### src/rtl/sprom_read_arbiter_if.sv
// Bundle of requester-side and ROM-side signals for the shared ROM read arbiter.
// The slave modport is the arbiter's view; the master modport is the
// environment (requesters plus ROM) driving it.
interface sprom_read_arbiter_if #(
    parameter int NUM_REQ    = 4,
    parameter int ADDR_WIDTH = 8,
    parameter int DATA_WIDTH = 8
);
    localparam int ID_W = (NUM_REQ > 1) ? $clog2(NUM_REQ) : 1;

    logic [NUM_REQ-1:0]            req;
    logic [NUM_REQ*ADDR_WIDTH-1:0] addr;
    logic [NUM_REQ-1:0]            rd_valid;
    logic [DATA_WIDTH-1:0]         rd_data;
    logic [ID_W-1:0]               grant_id;
    logic [ADDR_WIDTH-1:0]         rom_address;
    logic [DATA_WIDTH-1:0]         rom_q;

    modport slave (
        input  req, addr, rom_q,
        output rd_valid, rd_data, grant_id, rom_address
    );

    modport master (
        output req, addr, rom_q,
        input  rd_valid, rd_data, grant_id, rom_address
    );
endinterface

### src/rtl/sprom_read_arbiter.sv
// Round-robin arbiter sharing one registered-read ROM among NUM_REQ requesters.
// A grant registers the ROM address and launches a tag down a pipeline of
// ROM_LATENCY+1 stages; when the tag leaves the pipeline the ROM word is
// captured and handed back with a one-cycle valid pulse to the owner.
module sprom_read_arbiter #(
    parameter int NUM_REQ     = 4,
    parameter int ADDR_WIDTH  = 8,
    parameter int DATA_WIDTH  = 8,
    parameter int ROM_LATENCY = 1
) (
    input  logic                  clock,
    input  logic                  reset,
    sprom_read_arbiter_if.slave   arb_if
);
    localparam int ID_W  = (NUM_REQ > 1) ? $clog2(NUM_REQ) : 1;
    localparam int DEPTH = ROM_LATENCY + 1;

    logic [ID_W-1:0]       ptr_q, ptr_d;
    logic [NUM_REQ-1:0]    busy_q, busy_d;
    logic [ADDR_WIDTH-1:0] rom_addr_q, rom_addr_d;
    logic [ID_W-1:0]       grant_q, grant_d;
    logic [NUM_REQ-1:0]    rd_valid_q, rd_valid_d;
    logic [DATA_WIDTH-1:0] rd_data_q, rd_data_d;

    logic [DEPTH-1:0]      tag_vld_q;
    logic [ID_W-1:0]       tag_id_q [DEPTH];

    logic [ADDR_WIDTH-1:0] addr_arr [NUM_REQ];
    logic [NUM_REQ-1:0]    eligible;
    logic                  issue;
    logic [ID_W-1:0]       win;

    genvar gi;

    // Per-requester address split, eligibility and return decode. A requester
    // whose valid pulse is showing this cycle is released at the coming edge,
    // so it may already compete for that same edge.
    generate
        for (gi = 0; gi < NUM_REQ; gi++) begin : g_req
            assign addr_arr[gi]   = arb_if.addr[gi*ADDR_WIDTH +: ADDR_WIDTH];
            assign eligible[gi]   = arb_if.req[gi] & ~(busy_q[gi] & ~rd_valid_q[gi]);
            assign rd_valid_d[gi] = tag_vld_q[DEPTH-1] && (tag_id_q[DEPTH-1] == ID_W'(gi));
        end
    endgenerate

    // Round-robin pick: scan from ptr upward; descending loop lets the
    // nearest eligible index overwrite any farther one.
    always_comb begin
        int              sum;
        logic [ID_W-1:0] idx;
        issue = 1'b0;
        win   = '0;
        sum   = 0;
        idx   = '0;
        for (int k = NUM_REQ - 1; k >= 0; k--) begin
            sum = int'(ptr_q) + k;
            if (sum >= NUM_REQ) begin
                sum = sum - NUM_REQ;
            end
            idx = ID_W'(sum);
            if (eligible[idx]) begin
                issue = 1'b1;
                win   = idx;
            end
        end
    end

    // Next-state for grant bookkeeping and the return register.
    always_comb begin
        busy_d     = busy_q & ~rd_valid_q;
        ptr_d      = ptr_q;
        rom_addr_d = rom_addr_q;
        grant_d    = grant_q;
        rd_data_d  = rd_data_q;
        if (issue) begin
            busy_d     = busy_d | (NUM_REQ'(1) << win);
            ptr_d      = (win == ID_W'(NUM_REQ - 1)) ? '0 : win + 1'b1;
            rom_addr_d = addr_arr[win];
            grant_d    = win;
        end
        if (tag_vld_q[DEPTH-1]) begin
            rd_data_d = arb_if.rom_q;
        end
    end

    // Arbiter state, ROM address and returned data registers.
    always_ff @(posedge clock) begin
        if (reset) begin
            ptr_q      <= '0;
            busy_q     <= '0;
            rom_addr_q <= '0;
            grant_q    <= '0;
            rd_valid_q <= '0;
            rd_data_q  <= '0;
        end else begin
            ptr_q      <= ptr_d;
            busy_q     <= busy_d;
            rom_addr_q <= rom_addr_d;
            grant_q    <= grant_d;
            rd_valid_q <= rd_valid_d;
            rd_data_q  <= rd_data_d;
        end
    end

    // Tag stage 0 records the grant made at this edge.
    always_ff @(posedge clock) begin
        if (reset) begin
            tag_vld_q[0] <= 1'b0;
            tag_id_q[0]  <= '0;
        end else begin
            tag_vld_q[0] <= issue;
            tag_id_q[0]  <= win;
        end
    end

    // Later tag stages follow the ROM's internal latency.
    generate
        for (gi = 1; gi < DEPTH; gi++) begin : g_tag
            always_ff @(posedge clock) begin
                if (reset) begin
                    tag_vld_q[gi] <= 1'b0;
                    tag_id_q[gi]  <= '0;
                end else begin
                    tag_vld_q[gi] <= tag_vld_q[gi-1];
                    tag_id_q[gi]  <= tag_id_q[gi-1];
                end
            end
        end
    endgenerate

    assign arb_if.rom_address = rom_addr_q;
    assign arb_if.grant_id    = grant_q;
    assign arb_if.rd_valid    = rd_valid_q;
    assign arb_if.rd_data     = rd_data_q;
endmodule

### src/flat_wrapper.sv
// flat-port wrapper written by rule: the top's interface ports become plain ports
module sprom_read_arbiter_flat 
#(
    parameter int NUM_REQ     = 4,
    parameter int ADDR_WIDTH  = 8,
    parameter int DATA_WIDTH  = 8,
    parameter int ROM_LATENCY = 1
)
  (clock, reset, arb_if_req, arb_if_addr, arb_if_rom_q, arb_if_rd_valid, arb_if_rd_data, arb_if_grant_id, arb_if_rom_address);
  sprom_read_arbiter_if #(.NUM_REQ(NUM_REQ), .ADDR_WIDTH(ADDR_WIDTH), .DATA_WIDTH(DATA_WIDTH)) arb_if_i ();
  input  logic clock;
  input  logic reset;
  input wire logic [$bits(arb_if_i.req)-1:0] arb_if_req;
  input wire logic [$bits(arb_if_i.addr)-1:0] arb_if_addr;
  input wire logic [$bits(arb_if_i.rom_q)-1:0] arb_if_rom_q;
  output wire logic [$bits(arb_if_i.rd_valid)-1:0] arb_if_rd_valid;
  output wire logic [$bits(arb_if_i.rd_data)-1:0] arb_if_rd_data;
  output wire logic [$bits(arb_if_i.grant_id)-1:0] arb_if_grant_id;
  output wire logic [$bits(arb_if_i.rom_address)-1:0] arb_if_rom_address;
  assign arb_if_i.req = arb_if_req;
  assign arb_if_i.addr = arb_if_addr;
  assign arb_if_i.rom_q = arb_if_rom_q;
  assign arb_if_rd_valid = arb_if_i.rd_valid;
  assign arb_if_rd_data = arb_if_i.rd_data;
  assign arb_if_grant_id = arb_if_i.grant_id;
  assign arb_if_rom_address = arb_if_i.rom_address;
  sprom_read_arbiter #(.NUM_REQ(NUM_REQ), .ADDR_WIDTH(ADDR_WIDTH), .DATA_WIDTH(DATA_WIDTH), .ROM_LATENCY(ROM_LATENCY)) u_core (.clock(clock), .reset(reset), .arb_if(arb_if_i));
endmodule
### config.mk
export PLATFORM = sky130hd
export DESIGN_NAME = sprom_read_arbiter_flat
export DESIGN_NICKNAME = d
export VERILOG_FILES = /design/src/rtl/sprom_read_arbiter_if.sv /design/src/rtl/sprom_read_arbiter.sv /design/src/flat_wrapper.sv
export SDC_FILE = /design/constraint.sdc
export NUM_CORES = 1
export LEC_CHECK = 0
export CORE_ASPECT_RATIO = 1.75
export CORE_MARGIN = 4
export CORE_UTILIZATION = 35
export CTS_CLUSTER_SIZE = 25
export DETAILED_ROUTE_END_ITERATION = 10
export PLACE_DENSITY = 0.66
export SYNTH_ARGS = -nofsm -noshare
export SYNTH_HDL_FRONTEND = slang
export SYNTH_SLANG_ARGS = --single-unit
### constraint.sdc
create_clock -name clock -period 2.15 [get_ports clock]
set_clock_uncertainty 0.1 [all_clocks]
set_input_delay 0.43 -clock clock [delete_from_list [all_inputs] [get_ports clock]]
set_output_delay 0.43 -clock clock [all_outputs]
set_load 0.02 [all_outputs]
### Supply network

Pins as bars on the die edge.
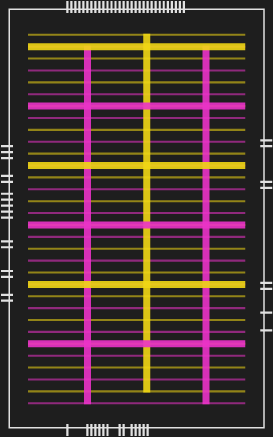
legend:
  VSS:
    colour: magenta
  VDD:
    colour: yellow
signal pins: 68
rows: 31
core area: 4190 µm²
worst vdd ir: 998 µV
Die W: 58.0 µm

### Met1 routing

Scale bar: 20 µm. Supply wires on this layer in grey.
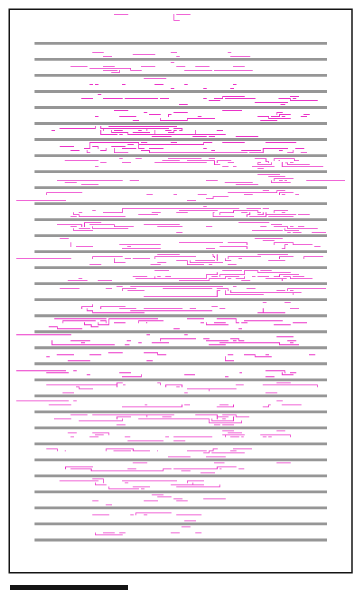
longest straight run: 19.8 µm
share of all routed wire: 33%
main direction: horizontal
wire length on this layer: 1510 µm
nets with wire on the layer: 254
Via Count: 1514
grt met1 use: 16.1%
final wirelength: 4620 µm

### Metal 3

Scale bar: 20 µm.
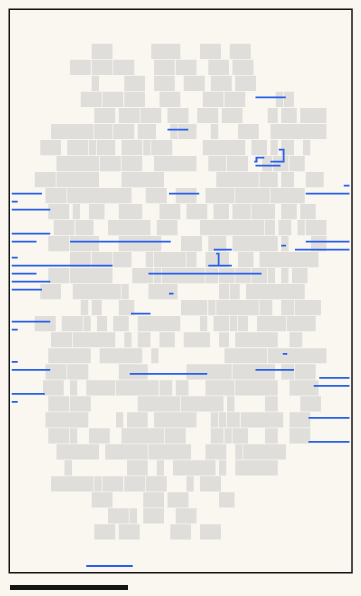
longest straight run: 18.9 µm
nets with wire on the layer: 34
share of all routed wire: 4.8%
main direction: horizontal
GRT met3 Usage: 3.12%

==> run summary <==
Outcome = finished, final reports clean
First-pass GRT wire length = 7000 µm
Total CTS buffers = 5
Grt ovf = 0
Filler Cell Count = 376
Crit path max fanout = 15
Dominant power group = combinational cells
PostCTS Resize Cnt = 10
Req. time, crit path = 2.20 ns
Vias/cell = 5.18
Dominant cell area share = 44.5%
Adder Share, Synth = 0.818%
Hold buffers post-CTS = 0
Logic power comb = 1360 µW
Synthesized flop and latch total = 34
Setup violations, final = 0
Seq pwr = 890 µW
Measured slew at the worst slew-check pin = 0.487 ns
Flop area = 682 µm²
Clock share of power = 24.1%
Main logic family = simple AND/OR/NAND/NOR gates
First-iteration detailed-routing DRC count = 63
Crit end category = flip-flop
OpenROAD warnings = 26
Min-delay src = u_core.tag_vld_q[0]
Inverters = 8
Top cells by count = dfxtp_1 (34), mux2i_1 (22), nor2_1 (19)
Avg WL per Cell = 15.8 µm
Minimum clock period = 2.06 ns
Max Clock Freq = 485 MHz
Clock Latency Late Sink = 0.28 ns
Worst slack, placed = -0.441 ns
Cell Rows = 31
Non-clk buf share = 31.7%
Largest cell class = multi-input combinational cells
CP Class = in -> reg
### Gate-type map

Scale bar: 20 µm.
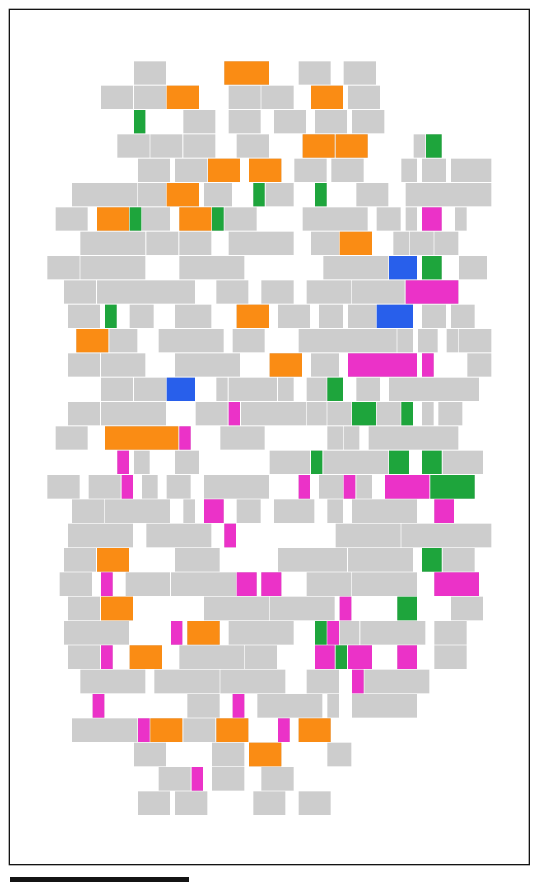
legend:
  nor cells:
    colour: magenta
    cells: 31
    most_used: nor2_1
  nand cells:
    colour: green
    cells: 19
    most_used: nand2_1
  non-inverting ao/oa cells:
    colour: blue
    cells: 3
  mux cells:
    colour: orange
    cells: 23
    most_used: mux2i_1
non-filler cells, final: 292
logic share of the area: 33.5%
Commonest Layout Cell: clkdlybuf4s50_1

### Track usage over the die

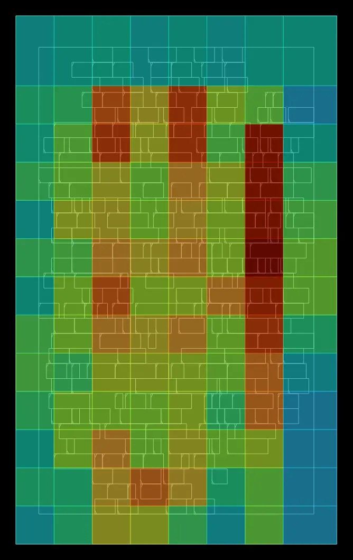
met2 Use GR: 31.6%
Top Usage Layer GRT: met2
fin util: 62.8%
total track usage: 16.7%

Power and IR drop assume default switching activity.
